==> config.mk <==
export PLATFORM = sky130hd
export DESIGN_NAME = vga_frame_decoder
export DESIGN_NICKNAME = d
export VERILOG_FILES = /design/src/rtl/vga_frame_decoder.sv
export SDC_FILE = /design/constraint.sdc
export NUM_CORES = 1
export LEC_CHECK = 0
export CORE_MARGIN = 2
export CORE_UTILIZATION = 50
export DETAILED_ROUTE_END_ITERATION = 16
export PLACE_DENSITY = 0.78
export SLEW_MARGIN = 20
export SYNTH_ARGS = -nofsm -noshare
export SYNTH_HDL_FRONTEND = slang
export SYNTH_SLANG_ARGS = --single-unit
==> constraint.sdc <==
create_clock -name clk -period 3.6 [get_ports clk]
set_clock_uncertainty 0.05 [all_clocks]
set_input_delay 0.72 -clock clk [delete_from_list [all_inputs] [get_ports clk]]
set_output_delay 0.72 -clock clk [all_outputs]
set_load 0.05 [all_outputs]
==> src/rtl/vga_frame_decoder.sv <==
// vga_frame_decoder: recovers paddle and ball positions from a 1-bit-per-colour
// VGA pixel stream while checking the sync timing.
//   clk, rst (async, active low)     pixel clock, one pixel per cycle
//   hsync, vsync                     active-low syncs
//   red, green, blue                 pixel is lit when any is high
//   locked                           timing verified for at least one frame
//   frame_valid                      1-cycle pulse after positions are published
//   timing_error                     1-cycle pulse on a sync timing violation
//   paddle_1_pos, paddle_2_pos       top row of each paddle
//   ball_pos_x, ball_pos_y           top-left corner of the ball
module vga_frame_decoder #(
    parameter int unsigned H_ACTIVE            = 640,
    parameter int unsigned H_FP                = 16,
    parameter int unsigned H_SYNC              = 96,
    parameter int unsigned H_BP                = 48,
    parameter int unsigned V_ACTIVE            = 480,
    parameter int unsigned V_FP                = 10,
    parameter int unsigned V_SYNC              = 2,
    parameter int unsigned V_BP                = 33,
    parameter int unsigned PADDLE_1_X          = 40,
    parameter int unsigned PADDLE_2_X          = 585,
    parameter int unsigned PADDLE_WIDTH        = 15,
    parameter int unsigned HEIGHT_COUNTER_SIZE = $clog2(V_ACTIVE + 1),
    parameter int unsigned WIDTH_COUNTER_SIZE  = $clog2(H_ACTIVE + 1)
) (
    input  logic                           clk,
    input  logic                           rst,
    input  logic                           hsync,
    input  logic                           vsync,
    input  logic                           red,
    input  logic                           green,
    input  logic                           blue,
    output logic                           locked,
    output logic                           frame_valid,
    output logic                           timing_error,
    output logic [HEIGHT_COUNTER_SIZE:0]   paddle_1_pos,
    output logic [HEIGHT_COUNTER_SIZE:0]   paddle_2_pos,
    output logic [WIDTH_COUNTER_SIZE:0]    ball_pos_x,
    output logic [HEIGHT_COUNTER_SIZE:0]   ball_pos_y
);

    localparam int unsigned H_TOTAL = H_ACTIVE + H_FP + H_SYNC + H_BP;
    localparam int unsigned V_TOTAL = V_ACTIVE + V_FP + V_SYNC + V_BP;
    localparam int unsigned HW      = $clog2(H_TOTAL + 1);
    localparam int unsigned VW      = $clog2(V_TOTAL + 1);
    localparam int unsigned XW      = WIDTH_COUNTER_SIZE + 1;
    localparam int unsigned YW      = HEIGHT_COUNTER_SIZE + 1;

    localparam logic [HW-1:0] H_LAST = HW'(H_TOTAL - 1);
    localparam logic [HW-1:0] H_OVER = HW'(H_TOTAL);
    localparam logic [HW-1:0] H_X0   = HW'(H_SYNC + H_BP);
    localparam logic [HW-1:0] H_X1   = HW'(H_SYNC + H_BP + H_ACTIVE);
    localparam logic [VW-1:0] V_LAST = VW'(V_TOTAL - 1);
    localparam logic [VW-1:0] V_OVER = VW'(V_TOTAL);
    localparam logic [VW-1:0] V_Y0   = VW'(V_SYNC + V_BP);
    localparam logic [VW-1:0] V_Y1   = VW'(V_SYNC + V_BP + V_ACTIVE);
    localparam logic [XW-1:0] P1_LO  = XW'(PADDLE_1_X);
    localparam logic [XW-1:0] P1_HI  = XW'(PADDLE_1_X + PADDLE_WIDTH);
    localparam logic [XW-1:0] P2_LO  = XW'(PADDLE_2_X);
    localparam logic [XW-1:0] P2_HI  = XW'(PADDLE_2_X + PADDLE_WIDTH);

    typedef enum logic [1:0] {S_SEARCH, S_MEASURE, S_LOCKED} state_t;

    state_t          state;
    logic            hs_q;
    logic            vs_q;
    logic            lit_q;
    logic [HW-1:0]   h_cnt;
    logic [VW-1:0]   v_cnt;
    logic [YW-1:0]   p1_min;
    logic [YW-1:0]   p2_min;
    logic [XW-1:0]   bx_min;
    logic [YW-1:0]   by_min;
    logic            publish_q;

    logic            hs_fall_c;
    logic            vs_fall_c;
    logic [XW-1:0]   x_c;
    logic [YW-1:0]   y_c;
    logic            pix_c;
    logic            in_paddle_c;
    logic            h_bad_c;
    logic            v_bad_c;
    logic            viol_c;
    logic            publish_c;
    logic            lock_next_c;

    // Edges are detected as the falling sync enters its input register, so the
    // counters restart in the same cycle the registered sync shows the edge.
    always_comb begin
        hs_fall_c   = hs_q & ~hsync;
        vs_fall_c   = vs_q & ~vsync;
        x_c         = XW'(h_cnt - H_X0);
        y_c         = YW'(v_cnt - V_Y0);
        pix_c       = lit_q && (h_cnt >= H_X0) && (h_cnt < H_X1)
                            && (v_cnt >= V_Y0) && (v_cnt < V_Y1);
        in_paddle_c = ((x_c >= P1_LO) && (x_c < P1_HI))
                   || ((x_c >= P2_LO) && (x_c < P2_HI));
        h_bad_c     = (hs_fall_c && (h_cnt != H_LAST)) || (h_cnt >= H_OVER);
        v_bad_c     = (vs_fall_c && (v_cnt != V_LAST)) || (v_cnt >= V_OVER);
        viol_c      = (state != S_SEARCH) && (h_bad_c || v_bad_c);
        publish_c   = (state != S_SEARCH) && vs_fall_c && !viol_c;
        lock_next_c = (state == S_LOCKED && !viol_c) || publish_c;
    end

    // Input stage, counters, lock FSM, trackers and published outputs.
    always_ff @(posedge clk or negedge rst) begin
        if (!rst) begin
            state        <= S_SEARCH;
            hs_q         <= 1'b1;
            vs_q         <= 1'b1;
            lit_q        <= 1'b0;
            h_cnt        <= '0;
            v_cnt        <= '0;
            p1_min       <= '1;
            p2_min       <= '1;
            bx_min       <= '1;
            by_min       <= '1;
            publish_q    <= 1'b0;
            locked       <= 1'b0;
            frame_valid  <= 1'b0;
            timing_error <= 1'b0;
            paddle_1_pos <= '1;
            paddle_2_pos <= '1;
            ball_pos_x   <= '1;
            ball_pos_y   <= '1;
        end else begin
            hs_q  <= hsync;
            vs_q  <= vsync;
            lit_q <= red | green | blue;

            // Saturating counters: an absent sync cannot wrap back into range.
            if (hs_fall_c)
                h_cnt <= '0;
            else if (h_cnt != '1)
                h_cnt <= h_cnt + HW'(1);

            if (vs_fall_c)
                v_cnt <= '0;
            else if (hs_fall_c && (v_cnt != '1))
                v_cnt <= v_cnt + VW'(1);

            unique case (state)
                S_SEARCH:  if (vs_fall_c) state <= S_MEASURE;
                S_MEASURE: begin
                    if (viol_c)         state <= S_SEARCH;
                    else if (vs_fall_c) state <= S_LOCKED;
                end
                S_LOCKED:  if (viol_c) state <= S_SEARCH;
                default:   state <= S_SEARCH;
            endcase

            locked       <= lock_next_c;
            timing_error <= viol_c;
            publish_q    <= publish_c;
            frame_valid  <= publish_q;

            // Trackers are read for publishing before the frame restart clears them.
            if (publish_c) begin
                paddle_1_pos <= p1_min;
                paddle_2_pos <= p2_min;
                ball_pos_x   <= bx_min;
                ball_pos_y   <= by_min;
            end

            if (vs_fall_c) begin
                p1_min <= '1;
                p2_min <= '1;
                bx_min <= '1;
                by_min <= '1;
            end else if (pix_c) begin
                if ((x_c == P1_LO) && (y_c < p1_min)) p1_min <= y_c;
                if ((x_c == P2_LO) && (y_c < p2_min)) p2_min <= y_c;
                if (!in_paddle_c) begin
                    if (x_c < bx_min) bx_min <= x_c;
                    if (y_c < by_min) by_min <= y_c;
                end
            end
        end
    end

endmodule

==> results_dict.tcl <==
# yosys + openroad results
set metrics [dict create \
    status "complete, no violations" \
    crit_path_frequent_cell "buf_4" \
    synth.most_common_cell "dfstp_2" \
    ys_cells 600 \
    fin_nets 694 \
    crit_required_ns 3.82 \
    final_cell_mix "84 x dfstp_2, 71 x nor2_1, 51 x inv_1, 49 x clkdlybuf4s50_1, 46 x ha_1" \
    final_common_cell "dfstp_2" \
    clkLatencyLatePin_ns 0.35 \
    synthTopCellsByCount "84 x dfstp_2, 71 x nor2_1, 51 x inv_1, 46 x ha_1, 36 x mux2_2" \
    p_leak_nw 3.28 \
    final_util_pct 58.4 \
    cts_tree "done" \
    placed_area_mm2 0.00695 \
    fillers 1026 \
    powerDensity_mw_per_mm2 522 \
    crit_buf_inv 3 \
    die-area_mm2 0.0135 \
    cts_sinks 111 \
    worst_slew_pin_slew_ns 0.973 \
    drt_iter0_markers 408 \
    synth-warning-count 0 \
    ys_seq_share_pct 45.7 \
    fp_util_pct 50.6 \
    clkTransAtPathRegs_ns 0.07 \
    hold_viol 0 \
    total_power_w 0.00380 \
    period_needed_ns 3.36 \
    r2r_start "v_cnt[3]" \
    dieWidth_um 116 \
    cts_root_buf "clkbuf_16" \
    fmax_ghz 0.297 \
    setup.worst_path.end_class "flop" \
    topCellsByArea "dfstp_2 35%, dfrtp_1 11%, ha_1 9.1%" \
    numCtsBuffers 9 \
    setup_violations 0 \
    hold_slack_ns 0.301 \
    rsz0062_at_grt "false" \
    post-cts-setup-buffer-count 0 \
    flop_cell "dfstp_2" \
    pre_cts_ws_ns 0.161 \
    core.rowCount 41 \
    vias_per_cell 5.59 \
    crit_chain "a2111oi_1 -> buf_4 -> nor2b_1 -> nand2b_1 -> xnor2_1 -> ha_1 -> nor4b_1 -> buf_4 -> nand4_1 -> a211oi_2 -> buf_4 -> mux2i_1" \
    critPathLaunch "v_cnt[3]" \
    max-clock-path-buffers 2 \
    die_h_um 116 \
    cp_top_family "AND-OR/OR-AND gates" \
    htreeDepth 3 \
    antenna_found_initial 0 \
    final_max_slew_viol_count 0 \
    finalNonFillerCells 818 \
    holdBufCountCts 0 \
    final_cell_area_mm2 0.00728 \
    cts-resized-gates 0 \
    maxCapViolations 0 \
    yosysTopAreaCell "dfstp_2" \
    hp-class "reg2reg" \
    ff_latch_area_mm2 0.00288 \
    dr.pass1.iters 5 \
    grt_pass1_wl_um 22800 \
    grt_overflow 0 \
    cp_slowest_cell "dfrtp_1" \
    logic_area_mm2 0.00305 \
    start_kind "flop" \
    drive_above_1_share_pct 26.2 \
    ys_area_mm2 0.00630 \
    tool_warnings 33 \
    slowest_delay_ns 0.50 \
    top_area_share_pct 35.0 \
    final_antenna_net_count 0 \
    cp_max_fo 8 \
    worstSetupPathType "reg2reg" \
    dp.cells 802 \
    netlist-cell-type-count 57 \
    min_from "publish_q" \
    syn-cell-area_mm2 0.00630 \
    relSlewSlack_pct 34.6 \
    numSynthFlops 111 \
    async_reset_ff_share_pct 100 \
    fin_crit_sh_pct 93.4 \
    syn_inst 600 \
    timing.final.ws_setup_ns 0.238 \
    syn_avg_cell_area_um2 10.5 \
    cp_data_arrival_time_ns 3.58 \
    area_growth_pct 15.5 \
    setup_tns_ns 0 \
    route.detailed.drc 0 \
    grt_max_degree 67 \
    grt_pass1_vias 4590 \
    place_congestion 0.861 \
    syn-num-nets 653 \
    dp_hpwl_um 9980 \
    antennaDiodeCount 0 \
    enable_flop_cells 0 \
]
sequential cells by signal, summed over array words and instances (netlist names):
signal / cells
timing_error: 1
p1_min: 10
bx_min: 11
vs_q: 1
locked: 1
by_min: 10
publish_q: 1
p2_min: 10
h_cnt: 10
paddle_2_pos: 10
v_cnt: 10
hs_q: 1
frame_valid: 1
ball_pos_x: 11
state: 2
lit_q: 1
ball_pos_y: 10
paddle_1_pos: 10
final timing paths:
| kind | to | slack (ns) | cells after the start |
|---|---|---|---|
| min in group asynchronous | v_cnt[1] | 0.32 | 1 |
| hold reg to reg | frame_valid | 0.30 | 0 |
| hold / removal | frame_valid | 0.30 | 0 |
| setup reg to reg | p1_min[2] | 0.24 | 12 |
| setup / recovery | p1_min[2] | 0.24 | 12 |
| max in group asynchronous | bx_min[10] | 2.41 | 2 |
layout make-up:
| type | instances | share of cell area [%] |
|---|---|---|
| multi-input cells | 402 | 41.8 |
| flip-flops and latches | 111 | 39.6 |
| repair buffers | 66 | 8.66 |
| clock buffers | 11 | 3.47 |
| well taps | 172 | 2.96 |
| inverters | 51 | 2.63 |
| clock inverters | 5 | 0.859 |
layer usage:
layer / wire [µm] / track usage (%)
met1: 6400 / 30.9
met2: 6290 / 33.7
met3: 600 / 3.32
met4: 246 / 6.67
met5: 0 / 0
logic make-up (layout without fill, tap and decap cells):
kind of cell | Yosys count | after routing | synth area share, %
buf+inv | 87 | 133 | 6.41
compound gates | 93 | 93 | 9.61
xor+xnor | 22 | 22 | 3.06
flops | 111 | 111 | 45.7
fa+ha+maj | 46 | 46 | 9.13
mux | 72 | 72 | 12.5
simple gates | 169 | 169 | 13.6
where the power goes:
part           total [W]  internal (W)  switching [W]
combinational    0.00115      0.000419       0.000729
sequential       0.00160       0.00148       0.000122
clock            0.00105      0.000583       0.000463
Fig. 1: wires at chosen ports, followed through buffers
Scale bar: 20 µm.
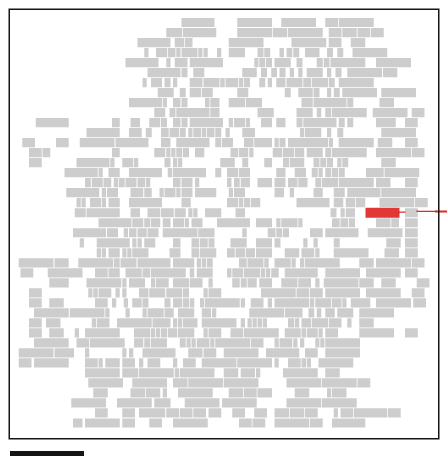
red -> timing_error  # bits 1, direction output, end cells 1, buffers 1, wire 7.60 µm
Ports: 51
port bufs: 50

Fig. 2: power grid
Pins as bars on the die edge. Tap cells in gray.
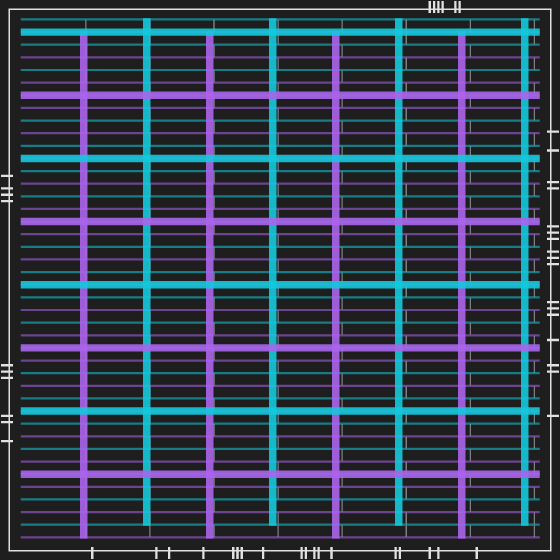
purple -> VSS
cyan -> VDD
rows = 41
signal pins = 51
met5 straps = 8
met4 straps = 8
CORE AREA: 0.0125 mm²
peak supply drop: 0.319 mV

Fig. 3: M1 wires
Scale bar: 20 µm. Supply wires on this layer in gray.
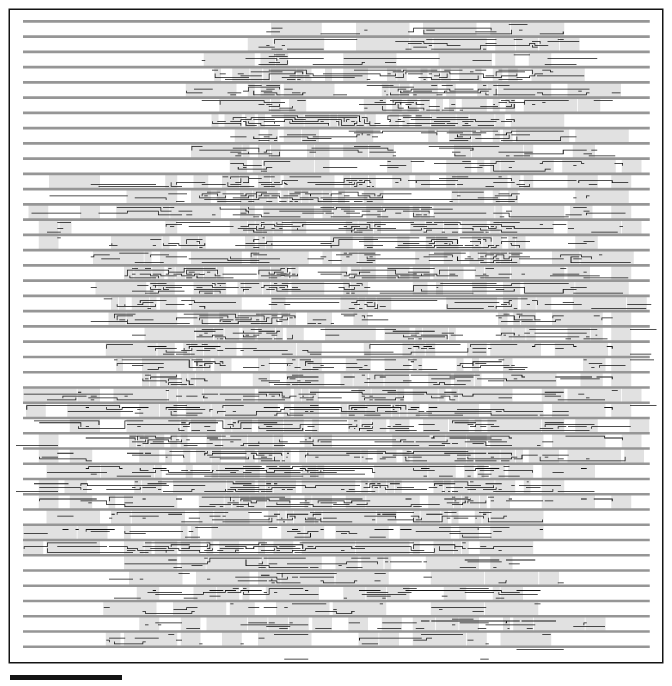
longest straight run = 45.5 µm
nets with wire on the layer = 633
share of all routed wire = 47%
wire length on this layer = 6,400 µm
main direction = horizontal
met1 Usage GRT: 30.9%
Total Wirelength: 13,500 µm
via count: 4,576

Fig. 4: routed metal, one color a layer
Two of the layers only.
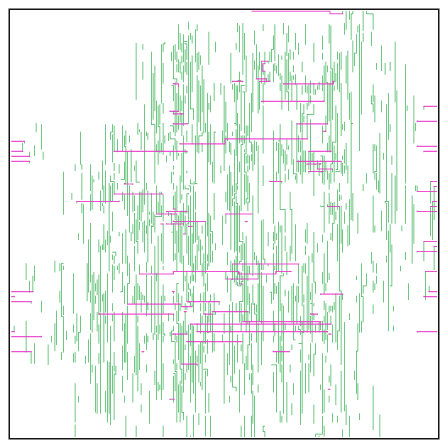
green -> metal 2  # wire length 6,290 µm
magenta -> metal 3  # wire length 600 µm
wire length per cell: 16.5 µm
total track usage: 21.5%

Fig. 5: congestion heat map
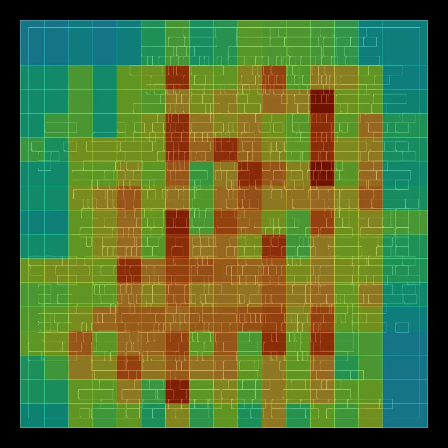
M2 GR Usage: 33.7%
most used routing layer in global routing: met2

No activity file was given, so power comes from the tool's default toggle rates.
